==> config.mk <==
export PLATFORM = sky130hd
export DESIGN_NAME = button_debounce_flat
export DESIGN_NICKNAME = d
export VERILOG_FILES = /design/src/rtl/button_debounce_if.sv /design/src/rtl/button_debounce.sv /design/src/flat_wrapper.sv
export SDC_FILE = /design/constraint.sdc
export NUM_CORES = 1
export LEC_CHECK = 0
export CAP_MARGIN = 5
export CORE_ASPECT_RATIO = 0.75
export CORE_UTILIZATION = 41
export DETAILED_ROUTE_END_ITERATION = 7
export SLEW_MARGIN = 40
export SYNTH_ARGS = -nofsm -noshare
export SYNTH_HDL_FRONTEND = slang
export SYNTH_HIERARCHICAL = 1
export SYNTH_SLANG_ARGS = --single-unit
==> constraint.sdc <==
create_clock -name clk -period 2.3 [get_ports clk]
set_input_delay 0.46 -clock clk [delete_from_list [all_inputs] [get_ports clk]]
set_output_delay 0.46 -clock clk [all_outputs]
set_load 0.005 [all_outputs]
Placed standard cells:
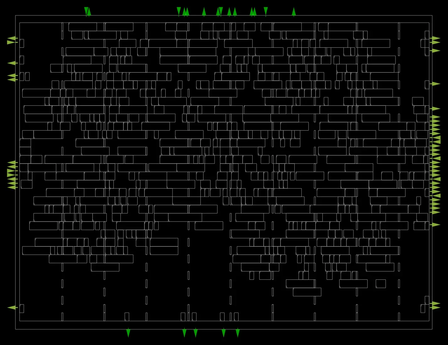
Seq cells: 115
row count: 36

Gate families picked out:
The bar under the picture is 50 um long.
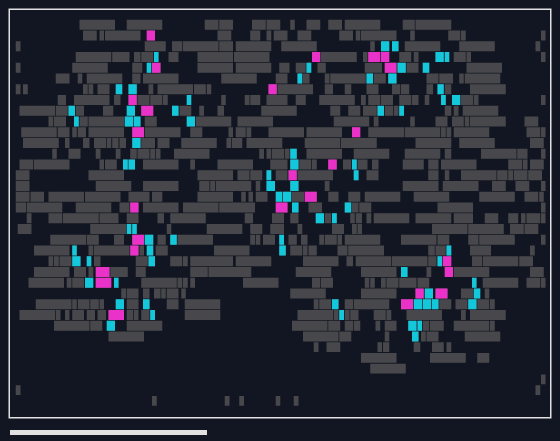
| family | color | cells |
|---|---|---|
| and/or cells | magenta | 26 |
| nand cells | cyan | 75 |
Comb area share: 35.7%
most instantiated logic cell after routing: dfrtp_1

==> ci_impl_report.md <==
### Yosys + OpenROAD results

| Metric | Value |
|---|---|
| Final Hold Viols | `0` |
| Die ar. | `14,100 sq um` |
| LEAKAGE | `2.70 nW` |
| Compound-cell area share of the yosys netlist | `roughly 1.9%` |
| Syn Inst Count | `537` |
| Async S/R FF share, synth | `100%` |
| Via-to-Cell Ratio | `4.88` |
| Adder share | `under 10%` |
| Hold path depth | `0` |
| Syn. warnings | `6` |
| # Cells Yosys | `537` |
| Tool warnings | `26` |
| Worst hold path type | `reg -> reg` |
| Clk_skew | `0.00818 ns` |
| Pwr dens | `731 nW/um^2` |
| Worst R2R Setup Slack | `roughly 0.38 ns` |
| Die H | `103 um` |
| H-tree Lvls | `4` |
| CP required | `1.84 ns` |
| Num ports | `about 64` |
| Clk slew on worst S/H paths | `0.05 ns` |
| Final Routed Wirelength | `about 9.7 mm` |
| Int Pwr | `~3.7 mW` |
| Clock power share | `52.8%` |
| I/O Buffers | `36` |
| Mux area share | `1.35%` |
| Max frequency | `slightly above 500 MHz` |
| Worst setup SP type | `flip-flop` |
| Final GP Congestion | `0.848` |
| Post-DP HPWL | `6.42 mm` |
| Antenna diodes | `0` |
| Max Cap Viol | `0` |
| Slew HR | `63.2%` |
| CTS Hold Bufs | `0` |
| DR vias | `3,694` |
| Psw | `0.993 mW` |
| Post-CTS Setup Inserts | `0` |
| Register area share after synthesis | `about half` |
| Tightest Pin Transition | `0.552 ns` |
| Top Layout Cells | `dfrtp_1, nor2_1, xnor2_1` |
| Worst-path cell chain | `clkdlybuf4s50_1` |
| Post_cts resized | `0` |
| Global Route Usage Sum | `15.1%` |
| Inserted Clock Buffers | `17` |
| Sink Count | `115` |
| Vias in the first global route | `3,397` |
| Peak supply drop | `0.437 mV` |
| DR WL/cell | `about 13 um` |
| Pre-Place Util | `42.4%` |
| Setup TNS | `0 ns` |
| Pin count of the biggest net entering global routing | `24` |
| Total power | `4.74 mW` |
| Top cell type by total area after synthesis | `dfrtp_1` |
| Worst setup path class | `reg -> out` |
| Xor/xnor share | `between 10% and 20%` |
| Antenna Violating Nets Remaining | `0` |
| GRT overflow | `0` |
| Worst path max stage delay | `between 0.5 and 0.6 ns` |
| Fin crit share | `between 80% and 90%` |
| Top logic family | `simple AND/OR/NAND/NOR gates` |
| Antenna violations before repair | `0` |
| Max reg flops | `80` |
| Crit path max fanout | `8` |
| Netlist cell types | `30` |
| Buf/Inv on CP | `1` |
| Area reported by Yosys stat | `5580 sq um` |
| Cell family with most CP delay | `buffers and inverters` |
| Worst r2r path cells | `5` |
| Fraction of layout cells with a size suffix above 1 | `7.68%` |
| Critical-path top delay cell | `clkdlybuf4s50_1` |
| Switching Fraction | `21.0%` |
| Fin Hold WS | `0.346 ns` |
| DIE WIDTH | `137 um` |
| Final core utilization | `49.2%` |
| CTS tree | `done` |
| TritonRoute pass-1 iters | `6` |
| DRC Markers | `0` |
| Final net count | `590` |
| Endpoints failing setup | `0` |
| Main flop type after synthesis | `dfrtp_1` |
| CP Depth | `1` |
| Synthesized area per cell | `10.4 sq um` |
| Top cells by area | `dfrtp_1, xnor2_1, nor2_1` |
| Status | `completed` |
| Synth Register Bits | `115` |
| Area of the core | `13,200 sq um` |
| Register share of total power | `a little over two fifths` |
| Combinational Power Share | `3.1%` |
| Tmin final | `1.93 ns` |
| RSZ-0062 raised after global routing | `false` |
| Layout area overhead | `16.1%` |
| Final Max Tran Viols | `0` |
| Largest type area fraction | `between 50% and 60%` |
| Late-Pin Clk Latency | `0.40 ns` |
| CP Data Arrival Time | `about 1.5 ns` |
| Clock buffer depth | `2` |
| Synthesized area | `5580 sq um` |
| AND/OR/NAND/NOR Cells, Area Fraction | `23.5%` |
| EDFF count, synth | `0` |
| Root Driver | `clkbuf_16` |
| Drt first-iter violations | `roughly 200` |
| First-pass GRT wire length | `16.4 mm` |
| Critical Path End Type | `output pin` |
layer usage:
layer	GRT usage (%)	wire [um]	part of all wire (%)	vias to the layer above
met5	0	0	0	-
met4	7.09	114	1.2	0
met3	3.88	399	4.1	11
met2	21.0	4020	42	90
met1	22.0	5130	53	1755
li1	-	-	-	1838
Yosys cell counts, types with 8 or more instances:
library cell	count
buf_4	33
xnor2_1	50
nand4_1	25
nor3_1	25
nand3_1	24
dfrtp_1	115
nor4bb_1	8
a21o_1	10
inv_1	25
nor3b_1	10
buf_2	8
buf_6	9
nor2_1	76
and4_1	9
nor4_1	16
nand2_1	26
xor2_1	25
per-stage QoR:
stage / setup slack [ns] / std cells / instance area (sq um)
global route: 0.242 / 757 / 6480
finish: 0.365 / 757 / 6480
CTS: 0.348 / 757 / 6480
detailed placement: 0.393 / 725 / 5900
global placement: 0.427 / 725 / 5900
floorplan: 0.558 / 563 / 5680
power groups by stage:
stage / Sequential [mW] / Combinational [mW] / Clock (mW)
floorplan: 2.11 / 0.150 / 0
global placement: 2.12 / 0.150 / 0
detailed placement: 2.12 / 0.151 / 0
CTS: 2.08 / 0.152 / 2.57
global route: 2.09 / 0.176 / 2.67
finish: 2.09 / 0.148 / 2.50
final cells by class:
class	count	area, sq um
clock buffer	22	464
clock inverter	10	108
fill	1189	6680
inverter	25	93.8
multi-input combinational	372	2310
sequential	115	2880
tap	171	214
timing repair buffer	42	405
cell families after synthesis:
logic type / Yosys count
and+or+nand+nor: 245
adders and majority gates: 5
muxes: 5
AOI/OAI and AO/OA: 15
xor gates and xnor gates: 75
DFF: 115
buffers and inverters: 76
other: 1
worst register-to-register path, stage by stage, from the launching register on:
cell and delay (ns):
dfrtp_1 0.41, or4bb_1 0.52, nor4_2 0.33, or2_1 0.27
buf_4 0.21, nor2_1 0.07
Power is estimated from default activity; no workload was simulated.
